**config.mk**
```make
export PLATFORM = sky130hd
export DESIGN_NAME = uart_rx_ovs
export DESIGN_NICKNAME = d
export VERILOG_FILES = /design/src/rtl/uart_pkg.sv /design/src/rtl/uart_baud_tick.sv /design/src/rtl/uart_rx_ovs.sv
export SDC_FILE = /design/constraint.sdc
export NUM_CORES = 1
export LEC_CHECK = 0
export CAP_MARGIN = 20
export CORE_MARGIN = 10
export CORE_UTILIZATION = 40
export DETAILED_ROUTE_END_ITERATION = 10
export GPL_ROUTABILITY_DRIVEN = 1
export PLACE_DENSITY_LB_ADDON = 0.2
export SLEW_MARGIN = 15
export SYNTH_ARGS = -nofsm -noshare
export SYNTH_HDL_FRONTEND = slang
export SYNTH_SLANG_ARGS = --single-unit
```
**constraint.sdc**
```tcl
create_clock -name clk -period 2.4 [get_ports clk]
set_input_delay 0.24 -clock clk [delete_from_list [all_inputs] [get_ports clk]]
set_output_delay 0.24 -clock clk [all_outputs]
set_load 0.02 [all_outputs]
```
**src/rtl/uart_pkg.sv**
```systemverilog
// rtl/uart_pkg.sv - shared UART types, parity constants and baud divider helper
package uart_pkg;

  typedef enum logic [2:0] {
    ST_IDLE   = 3'd0,
    ST_START  = 3'd1,
    ST_DATA   = 3'd2,
    ST_PARITY = 3'd3,
    ST_STOP   = 3'd4,
    ST_BRK    = 3'd5
  } uart_state_t;

  localparam int PARITY_NONE = 0;
  localparam int PARITY_ODD  = 1;
  localparam int PARITY_EVEN = 2;

  // Clocks per oversample tick, rounded to nearest.
  function automatic int baud_div(input int clk_hz, input int baud, input int ovs);
    return (clk_hz + (baud * ovs) / 2) / (baud * ovs);
  endfunction

endpackage

```
**src/rtl/uart_baud_tick.sv**
```systemverilog
// rtl/uart_baud_tick.sv - free-running oversample tick generator shared by UART rx/tx
module uart_baud_tick
  import uart_pkg::*;
#(
  parameter int CLK_HZ = 50_000_000,
  parameter int BAUD   = 115200,
  parameter int OVS    = 16
) (
  input  logic clk,
  input  logic reset_n,
  output logic tick
);

  localparam int DIV = baud_div(CLK_HZ, BAUD, OVS);
  localparam int CW  = (DIV > 1) ? $clog2(DIV) : 1;

  logic [CW-1:0] cnt;

  always_ff @(posedge clk or negedge reset_n) begin
    if (!reset_n) begin
      cnt  <= '0;
      tick <= 1'b0;
    end else if (cnt == CW'(DIV - 1)) begin
      cnt  <= '0;
      tick <= 1'b1;
    end else begin
      cnt  <= cnt + CW'(1);
      tick <= 1'b0;
    end
  end

endmodule

```
**src/rtl/uart_rx_ovs.sv**
```systemverilog
// rtl/uart_rx_ovs.sv - oversampled UART receiver with error flags and a one-word hold register
module uart_rx_ovs
  import uart_pkg::*;
#(
  parameter int CLK_HZ    = 50_000_000,
  parameter int BAUD      = 115200,
  parameter int OVS       = 16,
  parameter int DATA_BITS = 8,
  parameter int PARITY    = 0,
  parameter int STOP_BITS = 1
) (
  input  logic                 clk,
  input  logic                 reset_n,
  input  logic                 rx,
  output logic [DATA_BITS-1:0] rx_data,
  output logic                 rx_valid,
  input  logic                 rx_ready,
  output logic                 frame_err,
  output logic                 parity_err,
  output logic                 overrun,
  output logic                 busy
);

  localparam int SW = $clog2(OVS);
  localparam int BW = $clog2(DATA_BITS + 1);

  logic                 tick;
  logic                 rx_meta, rx_s;
  uart_state_t          state, state_nx;
  logic [SW-1:0]        scnt;
  logic [BW-1:0]        bit_cnt;
  logic [1:0]           stop_cnt;
  logic [DATA_BITS-1:0] shift_q;
  logic                 par_acc, par_err_q;
  logic                 stop_err_q, stop_low_q;
  logic                 sample, done, mid_full;

  uart_baud_tick #(.CLK_HZ(CLK_HZ), .BAUD(BAUD), .OVS(OVS)) u_tick (
    .clk     (clk),
    .reset_n (reset_n),
    .tick    (tick)
  );

  always_ff @(posedge clk or negedge reset_n) begin
    if (!reset_n) begin
      rx_meta <= 1'b1;
      rx_s    <= 1'b1;
    end else begin
      rx_meta <= rx;
      rx_s    <= rx_meta;
    end
  end

  // Bits after START are sampled one full bit apart, i.e. at their centres.
  assign mid_full = tick && (scnt == SW'(OVS - 1));

  always_comb begin
    state_nx = state;
    sample   = 1'b0;
    done     = 1'b0;
    case (state)
      ST_IDLE: if (!rx_s) state_nx = ST_START;
      ST_START: begin
        if (tick && (scnt == SW'(OVS / 2 - 1))) begin
          sample   = 1'b1;
          state_nx = rx_s ? ST_IDLE : ST_DATA;
        end
      end
      ST_DATA: begin
        if (mid_full) begin
          sample = 1'b1;
          if (bit_cnt == BW'(DATA_BITS - 1))
            state_nx = (PARITY != PARITY_NONE) ? ST_PARITY : ST_STOP;
        end
      end
      ST_PARITY: begin
        if (mid_full) begin
          sample   = 1'b1;
          state_nx = ST_STOP;
        end
      end
      ST_STOP: begin
        if (mid_full) begin
          sample = 1'b1;
          if (stop_cnt == 2'(STOP_BITS - 1)) begin
            done     = 1'b1;
            state_nx = ((shift_q == '0) && stop_low_q && !rx_s) ? ST_BRK : ST_IDLE;
          end
        end
      end
      ST_BRK: if (rx_s) state_nx = ST_IDLE;
      default: state_nx = ST_IDLE;
    endcase
  end

  always_ff @(posedge clk or negedge reset_n) begin
    if (!reset_n) begin
      state <= ST_IDLE;
      scnt  <= '0;
    end else begin
      state <= state_nx;
      if (state_nx != state)
        scnt <= '0;
      else if (tick)
        scnt <= (scnt == SW'(OVS - 1)) ? '0 : scnt + SW'(1);
    end
  end

  always_ff @(posedge clk or negedge reset_n) begin
    if (!reset_n) begin
      bit_cnt    <= '0;
      stop_cnt   <= '0;
      shift_q    <= '0;
      par_acc    <= 1'b0;
      par_err_q  <= 1'b0;
      stop_err_q <= 1'b0;
      stop_low_q <= 1'b1;
    end else if (sample) begin
      case (state)
        ST_START: begin
          bit_cnt    <= '0;
          stop_cnt   <= '0;
          par_acc    <= 1'b0;
          par_err_q  <= 1'b0;
          stop_err_q <= 1'b0;
          stop_low_q <= 1'b1;
        end
        ST_DATA: begin
          shift_q <= {rx_s, shift_q[DATA_BITS-1:1]};
          par_acc <= par_acc ^ rx_s;
          bit_cnt <= bit_cnt + BW'(1);
        end
        ST_PARITY:
          par_err_q <= (PARITY == PARITY_EVEN) ? (par_acc ^ rx_s) : ~(par_acc ^ rx_s);
        ST_STOP: begin
          stop_cnt   <= stop_cnt + 2'd1;
          stop_err_q <= stop_err_q | ~rx_s;
          stop_low_q <= stop_low_q & ~rx_s;
        end
        default: ;
      endcase
    end
  end

  // A completing frame may replace the held word only if it is empty or leaving this clock.
  always_ff @(posedge clk or negedge reset_n) begin
    if (!reset_n) begin
      rx_data    <= '0;
      rx_valid   <= 1'b0;
      frame_err  <= 1'b0;
      parity_err <= 1'b0;
      overrun    <= 1'b0;
    end else begin
      overrun <= done && rx_valid && !rx_ready;
      if (done && (!rx_valid || rx_ready)) begin
        rx_data    <= shift_q;
        frame_err  <= stop_err_q | ~rx_s;
        parity_err <= (PARITY != PARITY_NONE) && par_err_q;
        rx_valid   <= 1'b1;
      end else if (rx_valid && rx_ready) begin
        rx_valid <= 1'b0;
      end
    end
  end

  assign busy = (state != ST_IDLE);

endmodule

```
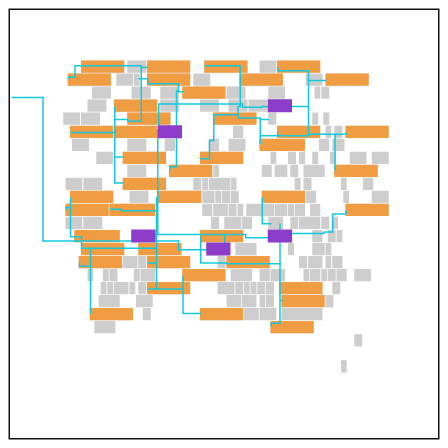
run_1/clk_routes.png
Key: cyan = clock wires [length 525 um]; purple = clock drivers [count 5]; orange = flip-flops [count 42]
There are 6 routed clock nets.
Insertion Delay late pin: 0.29 ns
Clk power: 444 uW
proportion of power drawn by the clock network: 0.377
worst-case clock skew: 0.00670 ns

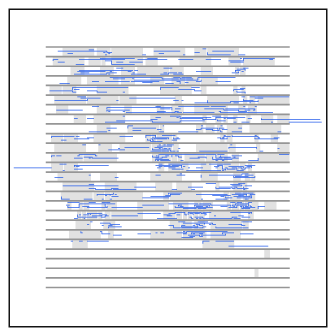
run_1/layer_met1.png
Supply wires on this layer in gray.
The layer holds 44% of the routed length. 169 nets have wire on it.
overall routed net length: 3520 um
met1 GRT Util: 0.114
vias after detailed routing: 1318

==> datasheet_impl.txt, run 1 <==
Characteristics after synthesis and place and route

Parameter                              Value

Cells and area
  Register cell area after layout    0.00105 mm^2
  Multi-input logic area    802 um^2
  Count of placed standard cells in the final layout, fillers left out    239
  Fillcell total    435
  Layout overhead on the synthesized area    13.7%
  Fraction of final layout cells with drive strength greater than 1    0.184

Synth
  Sequential share of the synthesized area    0.548
  Netlist area before placement    0.00192 mm^2
  Fraction of post-synthesis cell area in the top cell type by area    0.507
  Synthesized-area fraction occupied by adder cells    0.0325
  Synth flops    42
  Cell area leaders    sky130_fd_sc_hd__dfrtp_1, sky130_fd_sc_hd__mux2_2, sky130_fd_sc_hd__dfstp_2
  AND/OR/NAND/NOR Cells, Area Fraction    0.170
  Mean instance size in the synthesized netlist    11.4 um^2
  Post-synthesis chip area from yosys    0.00192 mm^2
  Post-synth EDFFs    0
  Mux share of post-synthesis cell area    0.104
  Post-synthesis share of cell area spent on xor and xnor gates    0.0267
  Synth top cells by count    sky130_fd_sc_hd__dfrtp_1, sky130_fd_sc_hd__mux2_2, sky130_fd_sc_hd__nand2_1, sky130_fd_sc_hd__nor2_1, sky130_fd_sc_hd__o21ai_0

Critical path
  R2R Path Start    scnt[0]$_DFFE_PN0P_
  Count of cells along the worst register-to-register path    6
  Buffers and inverters on the worst path    0
  Max FO, Critical Path    12
  Critical path capture point    scnt[3]$_DFFE_PN0P_
  Data required time at the worst endpoint    2.56 ns
  Crit path cell chain    ha_1 > and4_1 > and3_1 > a21o_1 > xor2_2 > nor3_1

STA
  Relative max-transition margin    0.386
  Highest attainable clock frequency    477 MHz
  Tightest Pin Transition    0.921 ns
  Setup TNS    0 ns
  Hold WS    0.0818 ns
  Setup repair after global routing missed its margin    false

Clocking
  Cts bufs inserted    5
  Buffers from clock root to sink, at most    2
  Clock sink count    42
  Post-CTS Setup Repair Bufs    0

Job
  MaxCap Viol Count    0

Routing
  DRC violations left    0
  Number of detailed-routing iterations run before antenna repair    4
  Top layer reached by signal wires    met4

Power
  Peak VDD IR    0.446 mV

Global route
  Met2 demand-to-capacity share in global routing    0.156
  Overall track demand over capacity in global routing    0.0994
  Met3 routing resource usage after global routing    0.0428
  Peak-usage layer in the global routing report    met2
  Largest net degree at the start of global routing    43
  Gr ovfl total    0

Outcome
  Result of the run    completed

Placement
  Number of cells in the design after placement    231
  Hpwl dp    2550 um
  Number of I/O port buffers    15

Hold path
  Worst hold-check path type    in -> async

Die
  Die Height    89.3 um
  # rows    25
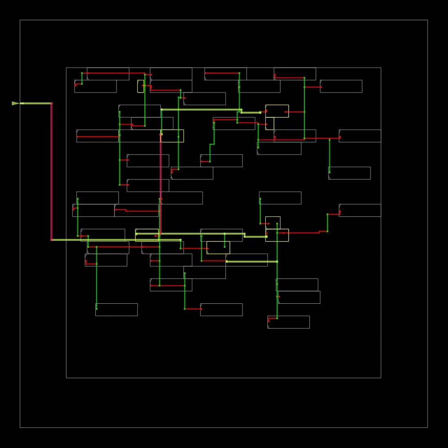
run_1/clocks.png
number of clock buffers in the layout: 6
Flop Count: 42

==> run 1: metrics by stage <==
step | util | power (mW) | instance area [um^2]
6_report | 0.466 | 1.18 | 2190
5_1_grt | 0.466 | 1.24 | 2190
4_1_cts | 0.466 | 1.20 | 2190
3_5_place_dp | 0.447 | 0.750 | 2100
3_3_place_gp | 0.447 | 0.749 | 2100
2_1_floorplan | - | 0.732 | 1920
==> run 1: cell usage in the layout, fill, tap and decap left out, types with 2 or more instances in the layout <==
master / count
sky130_fd_sc_hd__nor2_1: 13
sky130_fd_sc_hd__a31oi_1: 2
sky130_fd_sc_hd__nand2b_1: 3
sky130_fd_sc_hd__xnor2_1: 2
sky130_fd_sc_hd__o21ai_0: 13
sky130_fd_sc_hd__mux2i_1: 2
sky130_fd_sc_hd__nor3_1: 3
sky130_fd_sc_hd__nor4_1: 2
sky130_fd_sc_hd__and4b_1: 2
sky130_fd_sc_hd__o31ai_1: 2
sky130_fd_sc_hd__inv_1: 6
sky130_fd_sc_hd__clkbuf_8: 5
sky130_fd_sc_hd__ha_1: 5
sky130_fd_sc_hd__dfstp_2: 3
sky130_fd_sc_hd__a21oi_1: 3
sky130_fd_sc_hd__a22o_1: 2
sky130_fd_sc_hd__dfrtp_1: 39
sky130_fd_sc_hd__nand2_1: 14
sky130_fd_sc_hd__mux2_2: 16
sky130_fd_sc_hd__and3_1: 2
sky130_fd_sc_hd__nor2b_1: 3
sky130_fd_sc_hd__nand3_1: 7
sky130_fd_sc_hd__xor2_1: 2
sky130_fd_sc_hd__clkdlybuf4s50_1: 14
==> run 1: worst min-delay path by stage <==
stage / startpoint / end / slack (ns) / cells past startpoint
2_1_floorplan: reset_n / bit_cnt[0]$_DFFE_PN0P_ / -0.06 / 0
3_3_place_gp: rx_meta$_DFF_PN1_ / rx_s$_DFF_PN1_ / 0.35 / 0
3_5_place_dp: rx_meta$_DFF_PN1_ / rx_s$_DFF_PN1_ / 0.35 / 0
4_1_cts: reset_n / overrun$_DFF_PN0_ / 0.12 / 1
5_1_grt: reset_n / stop_cnt[0]$_DFFE_PN0P_ / 0.16 / 1
6_report: reset_n / scnt[3]$_DFFE_PN0P_ / 0.08 / 1
==> run 1: sequential cells by signal (all words and copies together), names as in the netlist <==
| signal | count |
|---|---|
| bit_cnt | 4 |
| frame_err | 1 |
| overrun | 1 |
| rx_data | 8 |
| rx_meta | 1 |
| rx_s | 1 |
| rx_valid | 1 |
| scnt | 4 |
| shift_q | 8 |
| state | 3 |
| stop_cnt | 2 |
| stop_err_q | 1 |
| stop_low_q | 1 |
| u_tick.cnt | 5 |
| u_tick.tick | 1 |
==> run 1: report_power, final <==
group	total (mW)	switching (mW)	internal [mW]	leakage [nW]
clock network	0.444	0.238	0.205	0.0452
registers	0.713	0.00246	0.710	0.551
logic	0.0213	0.0160	0.00531	0.375
==> run 1: cell type report <==
| cell class | count | area share |
|---|---|---|
| flip-flops and latches | 42 | 0.483 |
| multi-input cells | 113 | 0.367 |
| repair buffers | 16 | 0.0698 |
| inverters | 6 | 0.0103 |
| clock buffers | 6 | 0.0332 |
| clock inverters | 2 | 0.00630 |
| well taps | 54 | 0.0309 |
## Run 2: what changed since run 1
--- a/config.mk
+++ b/config.mk
@@ -5,7 +5,7 @@
 export SDC_FILE = /design/constraint.sdc
 export NUM_CORES = 1
 export LEC_CHECK = 0
-export CAP_MARGIN = 20
+export CAP_MARGIN = 0
 export CORE_MARGIN = 10
 export CORE_UTILIZATION = 40
 export DETAILED_ROUTE_END_ITERATION = 10
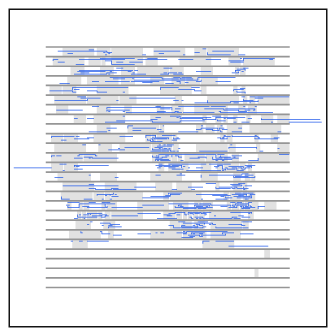
run_2/layer_met1.png
Supply wires on this layer in gray.
The longest straight run is 18.4 um. The layer carries 1550 um of wire. The wires run mostly horizontal. The layer holds 44% of the routed length.

==> datasheet_impl.txt, run 2 <==
Characteristics after synthesis and place and route

Parameter                              Value

Power
  Sequential power share    0.605 (about the same)
  Static leakage    0.971 nW
  Total power    1.18 mW (unchanged)
  Combinational fraction of design power    0.018 (about the same)
  Peak VDD IR    0.446 mV (unchanged)
  Switching fraction of total power    0.218 (unchanged)
  Sw power    257 uW (unchanged)
  Int Pwr    921 uW (unchanged)
  Proportion of power drawn by the clock network    0.377 (about the same)

Synth
  Post-synth EDFFs    0 (unchanged)
  Mean instance size in the synthesized netlist    11.4 um^2 (unchanged)
  Post-synthesis chip area from yosys    0.00192 mm^2 (unchanged)
  Fraction of post-synthesis cell area in the top cell type by area    0.507 (unchanged)
  Number of instances in the synthesized netlist    169
  AND/OR/NAND/NOR Cells, Area Fraction    0.170 (unchanged)
  Post-synthesis share of cell area spent on xor and xnor gates    0.0267 (unchanged)
  Netlist area before placement    0.00192 mm^2 (unchanged)
  Synth flops    42 (unchanged)
  Synthesized-area fraction occupied by adder cells    0.0325 (unchanged)
  Synth top cells by count    sky130_fd_sc_hd__dfrtp_1, sky130_fd_sc_hd__mux2_2, sky130_fd_sc_hd__nand2_1, sky130_fd_sc_hd__nor2_1, sky130_fd_sc_hd__o21ai_0
  Mux share of post-synthesis cell area    0.104 (unchanged)
  Cell area leaders    sky130_fd_sc_hd__dfrtp_1, sky130_fd_sc_hd__mux2_2, sky130_fd_sc_hd__dfstp_2

Cells and area
  Most instantiated logic cells after routing    sky130_fd_sc_hd__dfrtp_1, sky130_fd_sc_hd__mux2_2, sky130_fd_sc_hd__nand2_1, sky130_fd_sc_hd__clkdlybuf4s50_1
  Fraction of final layout cells with drive strength greater than 1    0.184 (unchanged)
  Biggest registers after layout    rx_data: 8 flops, shift_q: 8 flops, u_tick.cnt: 5 flops
  Dominant logic cell type in the layout    sky130_fd_sc_hd__dfrtp_1
  Count of placed standard cells in the final layout, fillers left out    239 (unchanged)
  Fillcell total    435 (unchanged)
  Layout overhead on the synthesized area    13.7% (unchanged)

Placement
  Number of cells in the design after placement    231 (unchanged)
  Hpwl dp    2550 um (unchanged)
  Number of I/O port buffers    15 (unchanged)

STA
  Setup repair after global routing missed its margin    false
  Highest attainable clock frequency    477 MHz (unchanged)
  Worst-case clock skew    0.00670 ns (unchanged)
  Hold WS    0.0818 ns (unchanged)
  Relative max-transition margin    0.386 (unchanged)
  Tightest Pin Transition    0.921 ns (unchanged)

Global route
  Peak-usage layer in the global routing report    met2
  Met3 routing resource usage after global routing    0.0428 (unchanged)
  Overall track demand over capacity in global routing    0.0994 (unchanged)
  Met2 demand-to-capacity share in global routing    0.156 (unchanged)
  Gr ovfl total    0 (unchanged)
  Met1 GRT Util    0.114 (unchanged)
  Largest net degree at the start of global routing    43 (unchanged)

Hold path
  Worst hold-check path type    in -> async

Outcome
  Result of the run    completed

Clocking
  Post-CTS Setup Repair Bufs    0 (unchanged)
  Insertion Delay late pin    0.29 ns (about the same)
  Hold Buf Count CTS    0
  Cts bufs inserted    5 (unchanged)

Critical path
  Crit path cell chain    ha_1 > and4_1 > and3_1 > a21o_1 > xor2_2 > nor3_1
  Data required time at the worst endpoint    2.56 ns (about the same)
  Max FO, Critical Path    12 (unchanged)

Routing
  DRC violations left    0 (unchanged)
  Vias after detailed routing    1318 (unchanged)
  Number of detailed-routing iterations run before antenna repair    4 (unchanged)
  Vias/cell    5.51
  Overall routed net length    3520 um (unchanged)

Die
  Die Height    89.3 um (unchanged)

Job
  MaxCap Viol Count    0 (unchanged)
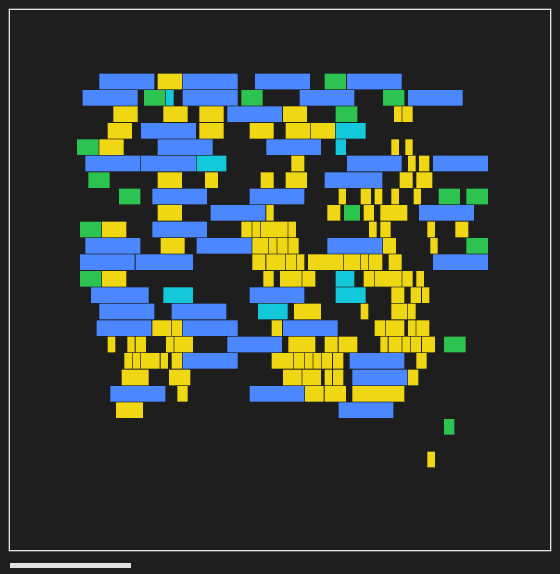
run_2/placement_by_type.png
Bar = 20 um.
Key: cyan = clock drivers and dummy loads [cells 8]; yellow = combinational and other logic [cells 119]; green = remaining buffers and delay cells [cells 16]; blue = sequential cells [cells 42]
core occupancy in the finished layout: 0.466
# rows: 25

run 2: cell counts after synthesis:
Identical to the previous run, type by type.
run 2: worst max-delay path, delay by kind of cell, from the launching register on:
kind,cells,cell delay (ns)
AND-OR/OR-AND,1,0.17
XOR/XNOR,1,0.26
adder cells (fa/ha/maj),1,0.28
flip-flops,1,0.42
AND/OR/NAND/NOR,3,0.85
run 2: layer usage:
metal  routed length, um  share of wire  up-vias
met2                1650           0.47       37
met4                  72          0.020        0
li1                    -              -      617
met3                 249          0.071        6
met1                1550           0.44      658
met5                   0              0        -
run 2: cell families after synthesis:
logic type / count (synthesis)
simple gates: 58
xor+xnor: 5
mux: 18
other cells: 1
fa+ha+maj: 5
flops: 42
buf+inv: 14
compound gates: 26
run 2: area by class of cell:
class                   count  area, um^2  share of cell area
clock buffers               6        72.6              0.0332
clock inverters             2        13.8             0.00630
inverters                   6        22.5              0.0103
multi-input cells         113         802               0.367
flip-flops and latches     42        1050               0.483
well taps                  54        67.6              0.0309
repair buffers             16         153              0.0698
run 2: worst paths after layout:
kind                                      from                   end  slack (ns)  cells past startpoint
max in group asynchronous              reset_n  rx_valid$_DFFE_PN0P_        1.74                      1
min in group clk                            rx     rx_meta$_DFF_PN1_        0.35                      1
min                                    reset_n   scnt[3]$_DFFE_PN0P_        0.08                      1
max reg2reg                scnt[0]$_DFFE_PN0P_   scnt[3]$_DFFE_PN0P_        0.30                      6
max                        scnt[0]$_DFFE_PN0P_   scnt[3]$_DFFE_PN0P_        0.30                      6
min reg2reg                  rx_meta$_DFF_PN1_        rx_s$_DFF_PN1_        0.36                      0
run 2: power by group through the flow:
stage	logic [mW]	registers (mW)	clock network, mW
finish	0.0213	0.713	0.444
global route	0.0257	0.714	0.505
CTS	0.0231	0.713	0.464
detailed placement	0.0231	0.727	0
global placement	0.0223	0.727	0
floorplan	0.00735	0.724	0
run 2: stage by stage:
step / cell area [um^2] / util
2_1_floorplan: 1920 / -
3_3_place_gp: 2100 / 0.447
3_5_place_dp: 2100 / 0.447
4_1_cts: 2190 / 0.466
5_1_grt: 2190 / 0.466
6_report: 2190 / 0.466
## Run 3: what changed since run 2
--- a/config.mk
+++ b/config.mk
@@ -8,6 +8,7 @@
 export CAP_MARGIN = 0
 export CORE_MARGIN = 10
 export CORE_UTILIZATION = 40
+export CTS_CLUSTER_SIZE = 16
 export DETAILED_ROUTE_END_ITERATION = 10
 export GPL_ROUTABILITY_DRIVEN = 1
 export PLACE_DENSITY_LB_ADDON = 0.2
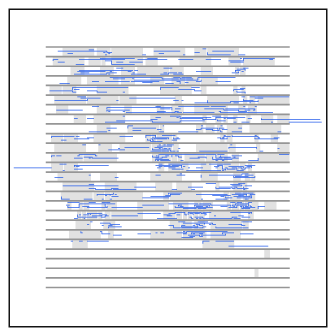
run_3/layer_met1.png
Supply wires on this layer in gray.
169 nets have wire on it. The longest straight run is 18.4 um. The wires run mostly horizontal. The layer holds 44% of the routed length. The layer carries 1550 um of wire.

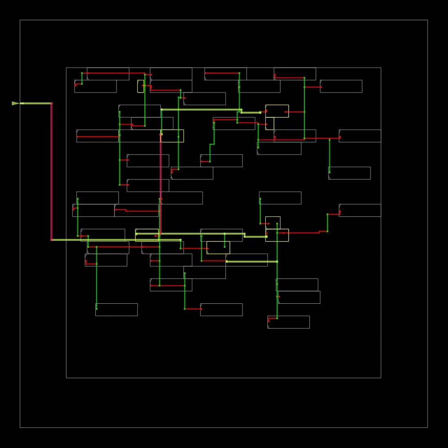
run_3/clocks.png
cts bufs inserted: 5
clock sink count: 42

==> datasheet_impl.txt, run 3 <==
Characteristics after synthesis and place and route

Parameter                              Value

Outcome
  Result of the run    completed

Critical path
  Endpoint type of the worst setup path    register
  Data required time at the worst endpoint    2.56 ns (about the same)
  Sort of element at the start of the critical path    register
  Setup CP Type    reg -> reg
  Count of cells along the worst register-to-register path    6 (unchanged)
  Slack of the worst reg-to-reg path    0.30 ns (about the same)
  Critical Path Start    scnt[0]$_DFFE_PN0P_
  Critical register-to-register path endpoint    scnt[3]$_DFFE_PN0P_
  Critical path capture point    scnt[3]$_DFFE_PN0P_
  Max FO, Critical Path    12 (unchanged)
  R2R Path Start    scnt[0]$_DFFE_PN0P_

Routing
  M1 WL    1550 um (unchanged)
  DRC violations left    0 (unchanged)
  Met2 routed wirelength    1650 um (unchanged)
  Top layer reached by signal wires    met4
  Routed wl met3    249 um (unchanged)
  Number of nets with antenna violations after detailed routing    0
  Number of detailed-routing iterations run before antenna repair    4 (unchanged)
  Vias after detailed routing    1318 (unchanged)
  Vias/cell    5.51 (unchanged)
  Overall routed net length    3520 um (unchanged)

Synth
  Cell accounting for the most synthesized area    sky130_fd_sc_hd__dfrtp_1
  Synth top cells by count    sky130_fd_sc_hd__dfrtp_1, sky130_fd_sc_hd__mux2_2, sky130_fd_sc_hd__nand2_1, sky130_fd_sc_hd__nor2_1, sky130_fd_sc_hd__o21ai_0
  Yosys Instances    169
  Synth flops    42 (unchanged)
  Cell area leaders    sky130_fd_sc_hd__dfrtp_1, sky130_fd_sc_hd__mux2_2, sky130_fd_sc_hd__dfstp_2
  Post-synthesis chip area from yosys    0.00192 mm^2 (unchanged)
  Number of instances in the synthesized netlist    169 (unchanged)
  Fraction of post-synthesis cell area in the top cell type by area    0.507 (unchanged)
  Post-synth EDFFs    0 (unchanged)
  Proportion of synthesized flip-flops having asynchronous set or reset    1.00
  Net count entering floorplan    178
  Mean instance size in the synthesized netlist    11.4 um^2 (unchanged)
  Post-synthesis share of cell area spent on xor and xnor gates    0.0267 (unchanged)
  Netlist area before placement    0.00192 mm^2 (unchanged)
  AND/OR/NAND/NOR Cells, Area Fraction    0.170 (unchanged)
  Mux share of post-synthesis cell area    0.104 (unchanged)
  Synthesized-area fraction occupied by adder cells    0.0325 (unchanged)

Placement
  Number of I/O port buffers    15 (unchanged)
  Worst setup slack after placement    0.365 ns
  GPL Wtd Cong    0.843
  Hpwl dp    2550 um (unchanged)

Cells and area
  Number of antenna diodes    0
  Fraction of final layout cells with drive strength greater than 1    0.184 (unchanged)
  Dominant logic cell type in the layout    sky130_fd_sc_hd__dfrtp_1
  Most instantiated logic cells after routing    sky130_fd_sc_hd__dfrtp_1, sky130_fd_sc_hd__mux2_2, sky130_fd_sc_hd__nand2_1, sky130_fd_sc_hd__clkdlybuf4s50_1
  Layout overhead on the synthesized area    13.7% (unchanged)
  Biggest registers after layout    rx_data: 8 flops, shift_q: 8 flops, u_tick.cnt: 5 flops

Clocking
  # H-tree levels    2
  Hold Buf Count CTS    0 (unchanged)
  PostCTS Resize Cnt    0
  Insertion Delay late pin    0.29 ns (about the same)
  Post-CTS Setup Repair Bufs    0 (unchanged)

STA
  Tightest Pin Transition    0.921 ns (unchanged)
  Setup repair after global routing missed its margin    false
  Total count of max-transition violations in the final report    0
  Highest attainable clock frequency    477 MHz (unchanged)
  Worst-case clock skew    0.00670 ns (unchanged)
  Number of failing setup endpoints in the final timing report    0
  Relative max-transition margin    0.386 (unchanged)
  Number of hold violations in the final report    0

Die
  # rows    25 (unchanged)
  Die W    89.3 um
  Starting utilization of the core area    0.410
  Die Height    89.3 um (unchanged)
  Number of placed I/O pins    17

Power
  Total power    1.18 mW (unchanged)
  Peak VDD IR    0.446 mV (unchanged)
  Static leakage    0.971 nW (unchanged)

Job
  MaxCap Viol Count    0 (unchanged)

Global route
  Initial antenna violation count    0
  Gr ovfl total    0 (unchanged)
  Wire length of the first global-routing pass    6170 um
  Overall track demand over capacity in global routing    0.0994 (unchanged)
  Largest net degree at the start of global routing    43 (unchanged)

Hold path
  Worst hold-check path type    in -> async
[run 3: area by class of cell]
| type | count | area (um^2) |
|---|---|---|
| timing repair buffer | 16 | 153 |
| inverter | 6 | 22.5 |
| fill | 435 | 2510 |
| multi-input combinational | 113 | 802 |
| clock buffer | 6 | 72.6 |
| clock inverter | 2 | 13.8 |
| sequential | 42 | 1050 |
| tap | 54 | 67.6 |
[run 3: metrics by stage]
stage | util | hold slack [ns] | std cells | area [um^2]
5_1_grt | 0.466 | 0.164 | 239 | 2190
2_1_floorplan | - | -0.0556 | 169 | 1920
3_3_place_gp | 0.447 | 0.346 | 231 | 2100
4_1_cts | 0.466 | 0.123 | 239 | 2190
6_report | 0.466 | 0.0818 | 239 | 2190
3_5_place_dp | 0.447 | 0.349 | 231 | 2100
[run 3: worst max-delay path: stages, from the launching register on]
cell,delay [ns]
sky130_fd_sc_hd__dfrtp_1,0.42
sky130_fd_sc_hd__ha_1,0.28
sky130_fd_sc_hd__and4_1,0.48
sky130_fd_sc_hd__and3_1,0.26
sky130_fd_sc_hd__a21o_1,0.17
sky130_fd_sc_hd__xor2_2,0.26
sky130_fd_sc_hd__nor3_1,0.11
[run 3: worst min path at each step]
stage	start	to	slack, ns	cells after the start
floorplan	reset_n	bit_cnt[0]$_DFFE_PN0P_	-0.06	0
global placement	rx_meta$_DFF_PN1_	rx_s$_DFF_PN1_	0.35	0
detailed placement	rx_meta$_DFF_PN1_	rx_s$_DFF_PN1_	0.35	0
CTS	reset_n	overrun$_DFF_PN0_	0.12	1
global route	reset_n	stop_cnt[0]$_DFFE_PN0P_	0.16	1
finish	reset_n	scnt[3]$_DFFE_PN0P_	0.08	1
[run 3: cells by family after synthesis]
group	after synthesis
multiplexers	18
AND-OR/OR-AND	26
adder cells (fa/ha/maj)	5
XOR/XNOR	5
other	1
AND/OR/NAND/NOR	58
buffers and inverters	14
flip-flops	42
[run 3: routing by layer]
metal / track usage / up-vias
li1: - / 617
met1: 0.114 / 658
met3: 0.0428 / 6
met4: 0.0477 / 0
met2: 0.156 / 37
met5: 0 / -
[run 3: power breakdown]
part	internal (mW)	total (mW)	switching, mW
Sequential	0.710	0.713	0.00246
Clock	0.205	0.444	0.238
Combinational	0.00531	0.0213	0.0160
Total	0.921	1.18	0.257
Power figures rest on the tool's default switching activity, not on a simulated workload.
